<file path="config.mk">
export PLATFORM = sky130hd
export DESIGN_NAME = alu_cmd_responder
export DESIGN_NICKNAME = d
export VERILOG_FILES = /design/src/rtl/alu_cmd_responder.sv
export SDC_FILE = /design/constraint.sdc
export NUM_CORES = 1
export LEC_CHECK = 0
export ABC_AREA = 1
export CAP_MARGIN = 10
export CORE_ASPECT_RATIO = 0.9
export CORE_UTILIZATION = 45
export DETAILED_ROUTE_END_ITERATION = 10
export PLACE_DENSITY = 0.78
export SYNTH_ARGS = -nofsm -noshare
export SYNTH_HDL_FRONTEND = slang
export SYNTH_SLANG_ARGS = --single-unit
</file>
<file path="constraint.sdc">
create_clock -name clk -period 2 [get_ports clk]
set_clock_uncertainty 0.1 [all_clocks]
set_input_delay 0.3 -clock clk [delete_from_list [all_inputs] [get_ports clk]]
set_output_delay 0.3 -clock clk [all_outputs]
set_load 0.05 [all_outputs]
</file>
<file path="src/rtl/alu_cmd_responder.sv">
// Handshaked ALU command executor: computes result/zero for each accepted request
// (with optional injected fault) and returns tagged responses through a small FIFO.
module alu_cmd_responder #(
    parameter int unsigned WIDTH = 4,
    parameter int unsigned DEPTH = 2,
    parameter int unsigned TAG_W = 2,
    parameter int unsigned CNT_W = 16
) (
    input  logic             clk,
    input  logic             rst,
    input  logic             req_valid,
    output logic             req_ready,
    input  logic [WIDTH-1:0] req_a,
    input  logic [WIDTH-1:0] req_b,
    input  logic [2:0]       req_opcode,
    input  logic [TAG_W-1:0] req_tag,
    input  logic [2:0]       mutant_sel,
    output logic             rsp_valid,
    input  logic             rsp_ready,
    output logic [WIDTH-1:0] rsp_result,
    output logic             rsp_zero,
    output logic [TAG_W-1:0] rsp_tag,
    output logic [CNT_W-1:0] op_count
);
    localparam int unsigned PTR_W = $clog2(DEPTH);
    localparam int unsigned OCC_W = PTR_W + 1;

    typedef struct packed {
        logic [WIDTH-1:0] result;
        logic             zero;
        logic [TAG_W-1:0] tag;
    } entry_t;

    typedef enum logic [2:0] {
        OP_ADD = 3'b000,
        OP_SUB = 3'b001,
        OP_AND = 3'b010,
        OP_OR  = 3'b011,
        OP_XOR = 3'b100,
        OP_EQ  = 3'b101,
        OP_LT  = 3'b110,
        OP_NOP = 3'b111
    } opcode_e;

    entry_t           mem [DEPTH];
    logic [PTR_W-1:0] wr_ptr;
    logic [PTR_W-1:0] rd_ptr;
    logic [OCC_W-1:0] occ;
    logic             push_c;
    logic             pop_c;
    logic [WIDTH-1:0] result_c;
    logic             zero_c;
    entry_t           entry_c;

    // Ready only reflects stored occupancy; a same-cycle pop does not free a slot.
    assign req_ready = !rst && (occ < OCC_W'(DEPTH));
    assign push_c    = req_valid && req_ready;
    assign pop_c     = rsp_valid && rsp_ready;

    assign rsp_valid  = (occ != '0);
    assign rsp_result = mem[rd_ptr].result;
    assign rsp_zero   = mem[rd_ptr].zero;
    assign rsp_tag    = mem[rd_ptr].tag;

    // Opcode evaluation with the selected fault folded in before the zero flag.
    always_comb begin
        result_c = '0;
        zero_c   = 1'b0;
        unique case (opcode_e'(req_opcode))
            OP_ADD:  result_c = (mutant_sel == 3'd1) ? req_a - req_b : req_a + req_b;
            OP_SUB:  result_c = req_a - req_b;
            OP_AND:  result_c = (mutant_sel == 3'd2) ? (req_a | req_b) : (req_a & req_b);
            OP_OR:   result_c = req_a | req_b;
            OP_XOR:  result_c = req_a ^ req_b;
            OP_EQ:   result_c = WIDTH'((req_a == req_b) ^ (mutant_sel == 3'd5));
            OP_LT:   result_c = (mutant_sel == 3'd4) ? WIDTH'(req_a <= req_b)
                                                     : WIDTH'(req_a < req_b);
            OP_NOP:  result_c = (mutant_sel == 3'd7) ? '1 : '0;
            default: result_c = '0;
        endcase
        if (mutant_sel == 3'd6) begin
            result_c[0] = 1'b0;
        end
        zero_c = (result_c == '0) ^ (mutant_sel == 3'd3);
    end

    always_comb begin
        entry_c        = '0;
        entry_c.result = result_c;
        entry_c.zero   = zero_c;
        entry_c.tag    = req_tag;
    end

    // Response FIFO storage, pointers, occupancy and accept counter.
    always_ff @(posedge clk or posedge rst) begin
        if (rst) begin
            mem      <= '{default: '0};
            wr_ptr   <= '0;
            rd_ptr   <= '0;
            occ      <= '0;
            op_count <= '0;
        end else begin
            if (push_c) begin
                mem[wr_ptr] <= entry_c;
                wr_ptr      <= wr_ptr + PTR_W'(1);
                op_count    <= op_count + CNT_W'(1);
            end
            if (pop_c) begin
                rd_ptr <= rd_ptr + PTR_W'(1);
            end
            unique case ({push_c, pop_c})
                2'b10:   occ <= occ + OCC_W'(1);
                2'b01:   occ <= occ - OCC_W'(1);
                default: occ <= occ;
            endcase
        end
    end
endmodule

</file>
Figure 1. The metal 3 layer.
Cells faint in the background.
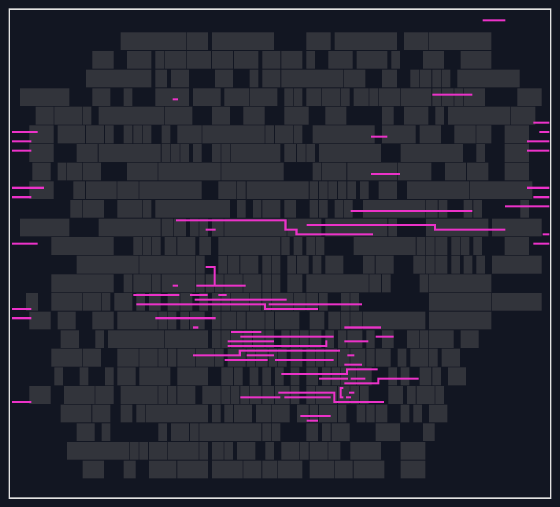
longest straight run: 18.6 um
main direction: horizontal
nets with wire on the layer: 53
wire length on this layer: 386 um
share of all routed wire: 6.1%

Figure 2. Selected gate families.
The bar under the picture is 20 um long.
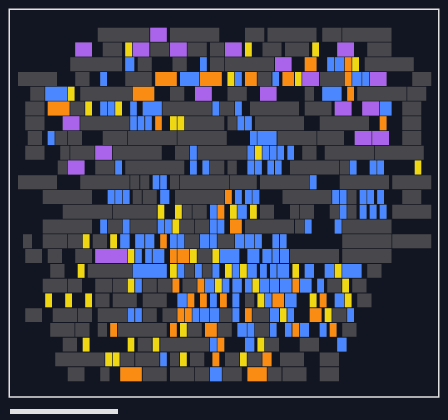
[purple] xor and xnor cells | cells: 19
[blue] nand cells | cells: 140
[yellow] inv cells | cells: 50
[orange] nor cells | cells: 40
combinational share of cell area: 40.3%
Cell Count, Final, Fillers Out: 493

==> reports/qor.txt <==
Dominant comb cell: simple AND/OR/NAND/NOR gates
Worst Hold Class: flip-flop to flip-flop
core box area: 4980 um^2
sw frac: 43.1%
Seq pwr share: 29.6%
Cell Type Count: 24
Sw Pwr: 1.60 mW
peak supply drop: 851 uV
vias per inst: 5.01
total negative setup slack: 0 ns
final setup fails: 0
Hold-fix buffers, CTS: 0
fp util: 48.0%
layout cell share with drive strength beyond 1: 30.1%
number of fill cells in the layout: 392
worst stage delay on the critical path: 0.83 ns
area of the mapped netlist: 2390 um^2
crit path max fanout: 5
CTS Buffer Depth: 2
yosys xor share: 6.95%
WP data arrival: 1.56 ns
Clock Latency Late Sink: 0.29 ns
outcome: finished clean
total tool warning count: 34
Figure 3. Sizing map.
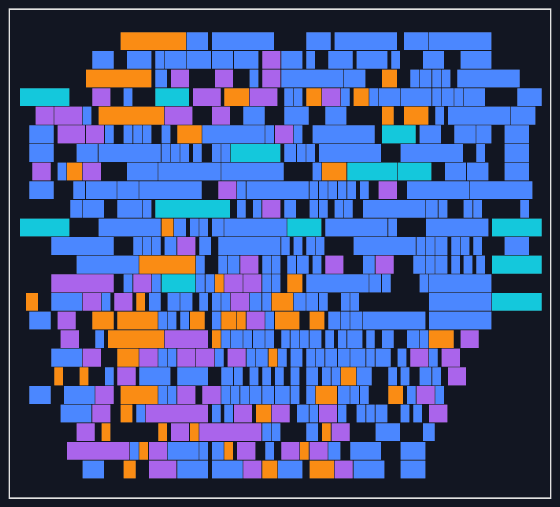
[purple] x3 and x4 | cells: 67 | share: 16% | most used: buf_4
[cyan] x6 and larger | cells: 13 | share: 3.0% | most used: buf_12
[orange] x2 | cells: 49 | share: 11% | most used: inv_2
[blue] x1 and smaller | cells: 299 | share: 70% | most used: nand2_1
Final Cell Area: 3570 um^2
non-clock buffer total of the final layout: 97
final setup margin: 0.0400 ns

synth_stat cells, types with 5 or more instances:
cell type / number
o21ai_0: 15
nor2_1: 30
ha_1: 14
a21oi_1: 7
xor2_1: 10
xnor2_1: 9
nand4_1: 5
nand2_1: 98
nand3_1: 32
dfrtp_1: 34
inv_1: 47
layout by cell type, fill, tap and decap left out, types with 3 or more instances in the layout:
master and instances:
ha_4 4, nand4_1 5, a21oi_2 4, nor2_1 25, buf_12 7, xor2_1 10, nand2_1 95, dfrtp_1 31
nand3_1 29, nand2_2 3, dlymetal6s2s_1 7, xnor2_1 8, nor2_4 5, inv_1 36, buf_4 56, inv_2 14
dlygate4sd2_1 3, clkbuf_8 5, ha_1 9, clkdlybuf4s50_1 21, o21ai_0 14, dfrtp_2 3, a21oi_1 3, nand3_2 6
nor2_2 8
registers in the layout, indices dropped and copies added, names as in the netlist:
| name | flops |
|---|---|
| op_count | 16 |
| mem | 14 |
| occ | 2 |
| rd_ptr | 1 |
| wr_ptr | 1 |
kinds of logic after synthesis:
group | after synthesis
AND-OR/OR-AND | 23
XOR/XNOR | 19
adder cells (fa/ha/maj) | 16
buffers and inverters | 57
flip-flops | 34
AND/OR/NAND/NOR | 181
power by group through the flow:
| stage | Sequential (mW) | Combinational (mW) | Clock, mW |
|---|---|---|---|
| 4_1_cts | 1.10 | 1.96 | 0.630 |
| 3_5_place_dp | 1.10 | 1.93 | 0 |
| 2_1_floorplan | 1.23 | 0.956 | 0 |
| 6_report | 1.10 | 1.99 | 0.624 |
| 5_1_grt | 1.13 | 2.12 | 0.654 |
| 3_3_place_gp | 1.09 | 1.89 | 0 |
per-layer routing:
metal	track usage [%]	vias to the layer above	part of all wire, %
met5	0	-	0
met4	6.87	0	1.5
met3	4.26	16	6.1
met2	39.2	96	49
met1	30.9	1149	43
li1	-	1209	-
repair_timing:
action                                  in CTS  in global routing
pin swaps                                   11                 12
gates resized                               23                 34
endpoints found under the setup margin      10                 13
buffers inserted                             2                  1
stage by stage:
| step | hold slack, ns | util [%] |
|---|---|---|
| after floorplan | 0.310 | - |
| after global placement | 0.356 | 66.5 |
| after detailed placement | 0.360 | 66.5 |
| after CTS | 0.370 | 69.8 |
| after global routing | 0.397 | 71.7 |
| final | 0.373 | 71.7 |
area by class of cell:
class | count | area, um^2 | area share, %
flip-flops and latches | 34 | 855 | 23.9
clock buffers | 5 | 68.8 | 1.93
well taps | 65 | 81.3 | 2.28
multi-input cells | 239 | 1440 | 40.3
repair buffers | 97 | 900 | 25.2
inverters | 50 | 188 | 5.25
clock inverters | 3 | 40.0 | 1.12
worst paths after layout:
kind                                end  slack [ns]  depth (start not counted)         start
min in group asynchronous   op_count[1]        0.40                          3           rst
min reg2reg                op_count[15]        0.37                          1  op_count[15]
max in group asynchronous   op_count[2]        1.08                          3           rst
max                        op_count[12]        0.04                          1  op_count[12]
min                        op_count[15]        0.37                          1  op_count[15]
max reg2reg                op_count[14]        0.24                         10        occ[1]
Power figures rest on the tool's default switching activity, not on a simulated workload.
